**src/rtl/m16c5x_ssp_xfer_ctrl_if.sv**
```systemverilog
// SPI-master side of the SSP transfer controller.
//   we_cr / we_tf / re_rf : single-cycle CR write, TF write and RF read strobes
//   dout                  : byte to the SPI master DI input (0 when no strobe)
//   din                   : byte from the SPI master DO output
//   tf_ff / rf_ef         : TF full / RF empty flags
// The master modport is the controller; the slave modport is the SPI master.
interface m16c5x_ssp_xfer_ctrl_if;
    logic       we_cr;
    logic       we_tf;
    logic       re_rf;
    logic [7:0] dout;
    logic [7:0] din;
    logic       tf_ff;
    logic       rf_ef;

    modport master (
        output we_cr, we_tf, re_rf, dout,
        input  din, tf_ff, rf_ef
    );

    modport slave (
        input  we_cr, we_tf, re_rf, dout,
        output din, tf_ff, rf_ef
    );
endinterface

```
**src/rtl/m16c5x_ssp_xfer_ctrl.sv**
```systemverilog
// Transaction sequencer/arbiter in front of M16C5x_SPI. Two requesters issue 16-bit SSP frames
// ({RA[2:0], WnR, WD[11:0]}). Per frame, CR is rewritten when the target device changes, two bytes are
// pushed into TF, two bytes are popped from RF, and the 16-bit response is returned with an ack pulse.
// Ports:
//   clk_i, rst_i          : clock, synchronous active-high reset
//   clk_en_i              : SPI interface clock enable; strobes only issue when high
//   req_i[1:0]            : level requests, held until the matching ack
//   ra*_i, wnr*_i, wd*_i  : frame fields per requester
//   ack_o[1:0]            : one-cycle completion pulse to the served requester
//   rd_o[15:0]            : response {RF byte0, RF byte1}, held until the next completed read
//   err_o                 : high on the ack cycle when the frame timed out
//   busy_o                : high when not idle
//   spi                   : SPI master strobes/data/flags
module m16c5x_ssp_xfer_ctrl #(
    parameter logic [7:0]  CrDev0 = 8'h0F,
    parameter logic [7:0]  CrDev1 = 8'h0E,
    parameter int unsigned ToW    = 12
) (
    input  logic                   clk_i,
    input  logic                   rst_i,
    input  logic                   clk_en_i,
    input  logic [1:0]             req_i,
    input  logic [2:0]             ra0_i,
    input  logic [2:0]             ra1_i,
    input  logic                   wnr0_i,
    input  logic                   wnr1_i,
    input  logic [11:0]            wd0_i,
    input  logic [11:0]            wd1_i,
    output logic [1:0]             ack_o,
    output logic [15:0]            rd_o,
    output logic                   err_o,
    output logic                   busy_o,
    m16c5x_ssp_xfer_ctrl_if.master spi
);

    typedef enum logic [2:0] {
        StIdle, StGrant, StSetCr, StWrHi, StWrLo, StRdHi, StRdLo, StDone
    } state_e;

    state_e           state_q, state_d;
    logic             sel_q;
    logic             rr_last_q;
    logic             cr_vld_q;
    logic [7:0]       last_cr_q;
    logic [7:0]       hi_q, lo_q;
    logic [15:0]      rd_q;
    logic [ToW-1:0]   tocnt_q;

    logic             arb_sel;
    logic [7:0]       cr_sel;
    logic             in_rd;
    logic             timeout;
    logic             tf_ok, rf_ok;
    logic             we_cr, we_tf, re_rf;
    logic [7:0]       dout;

    // Tie goes to the requester not served last.
    assign arb_sel = (req_i == 2'b11) ? ~rr_last_q : req_i[1];
    assign cr_sel  = sel_q ? CrDev1 : CrDev0;
    assign in_rd   = (state_q == StRdHi) || (state_q == StRdLo);
    assign timeout = in_rd && (&tocnt_q);
    assign tf_ok   = clk_en_i && !spi.tf_ff;
    assign rf_ok   = clk_en_i && !spi.rf_ef;

    // State register
    always_ff @(posedge clk_i) begin
        if (rst_i) begin
            state_q <= StIdle;
        end else begin
            state_q <= state_d;
        end
    end

    // Next-state logic
    always_comb begin
        state_d = state_q;
        case (state_q)
            StIdle:  if (|req_i) state_d = StGrant;
            StGrant: state_d = (!cr_vld_q || (last_cr_q != cr_sel)) ? StSetCr : StWrHi;
            StSetCr: if (clk_en_i) state_d = StWrHi;
            StWrHi:  if (tf_ok) state_d = StWrLo;
            StWrLo:  if (tf_ok) state_d = StRdHi;
            StRdHi: begin
                if (timeout)    state_d = StIdle;
                else if (rf_ok) state_d = StRdLo;
            end
            StRdLo: begin
                if (timeout)    state_d = StIdle;
                else if (rf_ok) state_d = StDone;
            end
            StDone:  state_d = StIdle;
            default: state_d = StIdle;
        endcase
    end

    // Outputs; strobes and ack are forced low while reset is asserted so a mid-frame
    // reset silences the SPI side in the same cycle.
    always_comb begin
        we_cr = 1'b0;
        we_tf = 1'b0;
        re_rf = 1'b0;
        dout  = 8'h00;
        ack_o = 2'b00;
        err_o = 1'b0;
        if (!rst_i) begin
            case (state_q)
                StSetCr: begin
                    if (clk_en_i) begin
                        we_cr = 1'b1;
                        dout  = cr_sel;
                    end
                end
                StWrHi: begin
                    if (tf_ok) begin
                        we_tf = 1'b1;
                        dout  = hi_q;
                    end
                end
                StWrLo: begin
                    if (tf_ok) begin
                        we_tf = 1'b1;
                        dout  = lo_q;
                    end
                end
                StRdHi, StRdLo: begin
                    if (timeout) begin
                        ack_o = sel_q ? 2'b10 : 2'b01;
                        err_o = 1'b1;
                    end else if (rf_ok) begin
                        re_rf = 1'b1;
                    end
                end
                StDone:  ack_o = sel_q ? 2'b10 : 2'b01;
                default: ;
            endcase
        end
    end

    assign busy_o    = (state_q != StIdle);
    assign rd_o      = rd_q;
    assign spi.we_cr = we_cr;
    assign spi.we_tf = we_tf;
    assign spi.re_rf = re_rf;
    assign spi.dout  = dout;

    // Frame datapath, CR tracking and response timeout
    always_ff @(posedge clk_i) begin
        if (rst_i) begin
            sel_q     <= 1'b0;
            rr_last_q <= 1'b1;  // req0 has priority on the first tie after reset
            cr_vld_q  <= 1'b0;
            last_cr_q <= 8'h00;
            hi_q      <= 8'h00;
            lo_q      <= 8'h00;
            rd_q      <= 16'h0000;
            tocnt_q   <= '0;
        end else begin
            if ((state_q == StIdle) && (|req_i)) begin
                sel_q <= arb_sel;
            end
            if (state_q == StGrant) begin
                hi_q <= sel_q ? {ra1_i, wnr1_i, wd1_i[11:8]} : {ra0_i, wnr0_i, wd0_i[11:8]};
                lo_q <= sel_q ? wd1_i[7:0] : wd0_i[7:0];
            end
            if (we_cr) begin
                last_cr_q <= cr_sel;
                cr_vld_q  <= 1'b1;
            end
            if ((state_q == StWrLo && we_tf) || re_rf) begin
                tocnt_q <= '0;
            end else if (in_rd && !timeout && clk_en_i && spi.rf_ef) begin
                tocnt_q <= tocnt_q + 1'b1;
            end
            if (re_rf) begin
                if (state_q == StRdHi) rd_q[15:8] <= spi.din;
                else                   rd_q[7:0]  <= spi.din;
            end
            // A timed-out device may be in an unknown state; force a CR rewrite next frame.
            if (timeout) begin
                cr_vld_q <= 1'b0;
            end
            if (state_q == StDone) begin
                rr_last_q <= sel_q;
            end
        end
    end

endmodule

```
**src/flat_wrapper.sv**
```systemverilog
// flat-port wrapper written by rule: the top's interface ports become plain ports
module m16c5x_ssp_xfer_ctrl_flat 
#(
    parameter logic [7:0]  CrDev0 = 8'h0F,
    parameter logic [7:0]  CrDev1 = 8'h0E,
    parameter int unsigned ToW    = 12
)
  (clk_i, rst_i, clk_en_i, req_i, ra0_i, ra1_i, wnr0_i, wnr1_i, wd0_i, wd1_i, ack_o, rd_o, err_o, busy_o, spi_we_cr, spi_we_tf, spi_re_rf, spi_dout, spi_din, spi_tf_ff, spi_rf_ef);
  m16c5x_ssp_xfer_ctrl_if spi_i ();
  input  logic clk_i;
  input  logic rst_i;
  input  logic clk_en_i;
  input  logic [1:0] req_i;
  input  logic [2:0] ra0_i;
  input  logic [2:0] ra1_i;
  input  logic wnr0_i;
  input  logic wnr1_i;
  input  logic [11:0] wd0_i;
  input  logic [11:0] wd1_i;
  output logic [1:0] ack_o;
  output logic [15:0] rd_o;
  output logic err_o;
  output logic busy_o;
  output wire logic [$bits(spi_i.we_cr)-1:0] spi_we_cr;
  output wire logic [$bits(spi_i.we_tf)-1:0] spi_we_tf;
  output wire logic [$bits(spi_i.re_rf)-1:0] spi_re_rf;
  output wire logic [$bits(spi_i.dout)-1:0] spi_dout;
  input wire logic [$bits(spi_i.din)-1:0] spi_din;
  input wire logic [$bits(spi_i.tf_ff)-1:0] spi_tf_ff;
  input wire logic [$bits(spi_i.rf_ef)-1:0] spi_rf_ef;
  assign spi_we_cr = spi_i.we_cr;
  assign spi_we_tf = spi_i.we_tf;
  assign spi_re_rf = spi_i.re_rf;
  assign spi_dout = spi_i.dout;
  assign spi_i.din = spi_din;
  assign spi_i.tf_ff = spi_tf_ff;
  assign spi_i.rf_ef = spi_rf_ef;
  m16c5x_ssp_xfer_ctrl #(.CrDev0(CrDev0), .CrDev1(CrDev1), .ToW(ToW)) u_core (.clk_i(clk_i), .rst_i(rst_i), .clk_en_i(clk_en_i), .req_i(req_i), .ra0_i(ra0_i), .ra1_i(ra1_i), .wnr0_i(wnr0_i), .wnr1_i(wnr1_i), .wd0_i(wd0_i), .wd1_i(wd1_i), .ack_o(ack_o), .rd_o(rd_o), .err_o(err_o), .busy_o(busy_o), .spi(spi_i));
endmodule
```
**config.mk**
```make
export PLATFORM = sky130hd
export DESIGN_NAME = m16c5x_ssp_xfer_ctrl_flat
export DESIGN_NICKNAME = d
export VERILOG_FILES = /design/src/rtl/m16c5x_ssp_xfer_ctrl_if.sv /design/src/rtl/m16c5x_ssp_xfer_ctrl.sv /design/src/flat_wrapper.sv
export SDC_FILE = /design/constraint.sdc
export NUM_CORES = 1
export LEC_CHECK = 0
export CAP_MARGIN = 20
export CORE_MARGIN = 2
export CORE_UTILIZATION = 40
export DETAILED_ROUTE_END_ITERATION = 16
export GPL_ROUTABILITY_DRIVEN = 1
export HOLD_SLACK_MARGIN = 0.15
export MAX_ROUTING_LAYER = met4
export PLACE_DENSITY = 0.78
export SYNTH_ARGS = -nofsm -noshare
export SYNTH_HDL_FRONTEND = slang
export SYNTH_SLANG_ARGS = --single-unit
```
**constraint.sdc**
```tcl
create_clock -name clk_i -period 3.78 [get_ports clk_i]
set_clock_uncertainty 0.15 [all_clocks]
set_input_delay 0.756 -clock clk_i [delete_from_list [all_inputs] [get_ports clk_i]]
set_output_delay 0.756 -clock clk_i [all_outputs]
set_load 0.02 [all_outputs]
```
### Congestion heat map

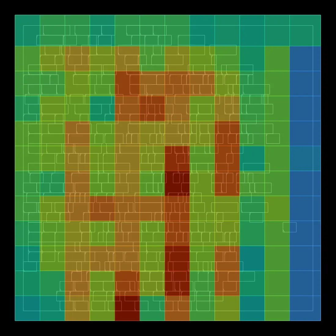
routed len/inst: 14.1 um
Global Route Usage Sum: 18.6%
grt met2 use: 31.9%

### Placed cells, one color a class

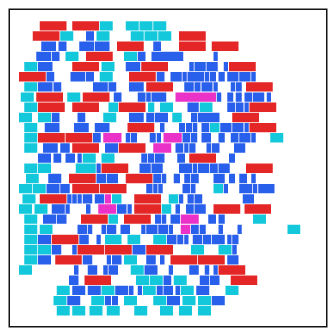
all other logic -> blue  # cells 220
other buffers and delay cells -> cyan  # cells 86
flip-flops -> red  # cells 52
clock drivers and dummy loads -> magenta  # cells 8

### Metal layers overlaid

Two of the layers only.
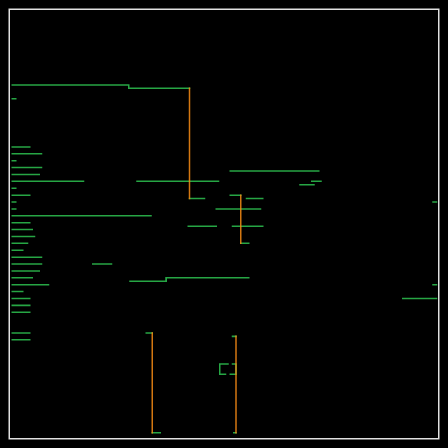
met4 -> orange  # wire length 70.0 um
met3 -> green  # wire length 285 um

### Pin placement

Pins as bars across the die edge, other pins in gray.
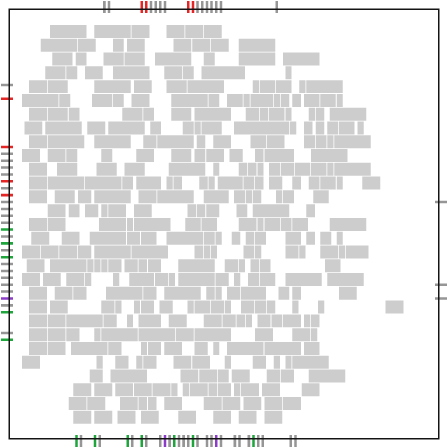
wd0_i -> green  # pins 12, direction input, edge 7 bottom, 5 left
ra0_i -> purple  # pins 3, direction input, edge 2 bottom, 1 left
spi_din -> red  # pins 8, direction input, edge 4 left, 4 top
all pins by edge = 29 left, 29 bottom, 17 top, 3 right

==> qor.yml <==
run_status:
  outcome: "finished clean"
route:
  postRouteAntennaNets: 0
  drtIter0Drc: 172
  vias: 2350
  finalWirelength_mm: 6.27
power_and_ir_drop:
  seq_power_share_pct: 47.7
  powerDensity_nw_per_um2: 383
sta:
  post-route-min-period_ps: 3570
  setup_viol: 0
  setup_slack_ps: 214
  whs_ps: 306
  fmax_ghz: 0.280
min_path:
  hold_path_class: "flop to flop"
  hold_end: "u_core.last_cr_q[2]"
grt:
  grt_max_degree: 33
  use_met1_pct: 22.6
  grt_pass1_wl_mm: 10.7
critical_path:
  r2r-end: "u_core.rd_o[11]"
  cp.depth: 5
  worst_ep_required_time_ps: 2870
  regToRegStartpoint: "u_core.state_q[0]"
synth:
  ys_warn_count: 0
  top_area_cell: "dfxtp_1"
  common_cells: "dfxtp_1, nor2_1, mux2i_1, nor2b_1"
  syn_area_sq_um: 2590
  synth_adder_area_share_pct: 0.483
  synthCells: 290
  synth_area_per_cell_sq_um: 8.94
  syn-num-nets: 338
cells_and_area:
  n_antenna_cell: 0
  mostFrequentLayoutCells: "clkdlybuf4s50_1, dfxtp_1, nor2_1, nor2b_1, mux2i_1"
  fin_cells: 443
  flops: 52
  logic_gates: 214
  bufAreaShareNonClock_pct: 23.6
die:
  core_area_sq_um: 6310
  die_h_um: 84.5
cts:
  clockBufferDepth: 2
  cts_hold_buf: 0
placed_design:
  dpl_cell_area_sq_um: 3440
run:
  warnings: 26
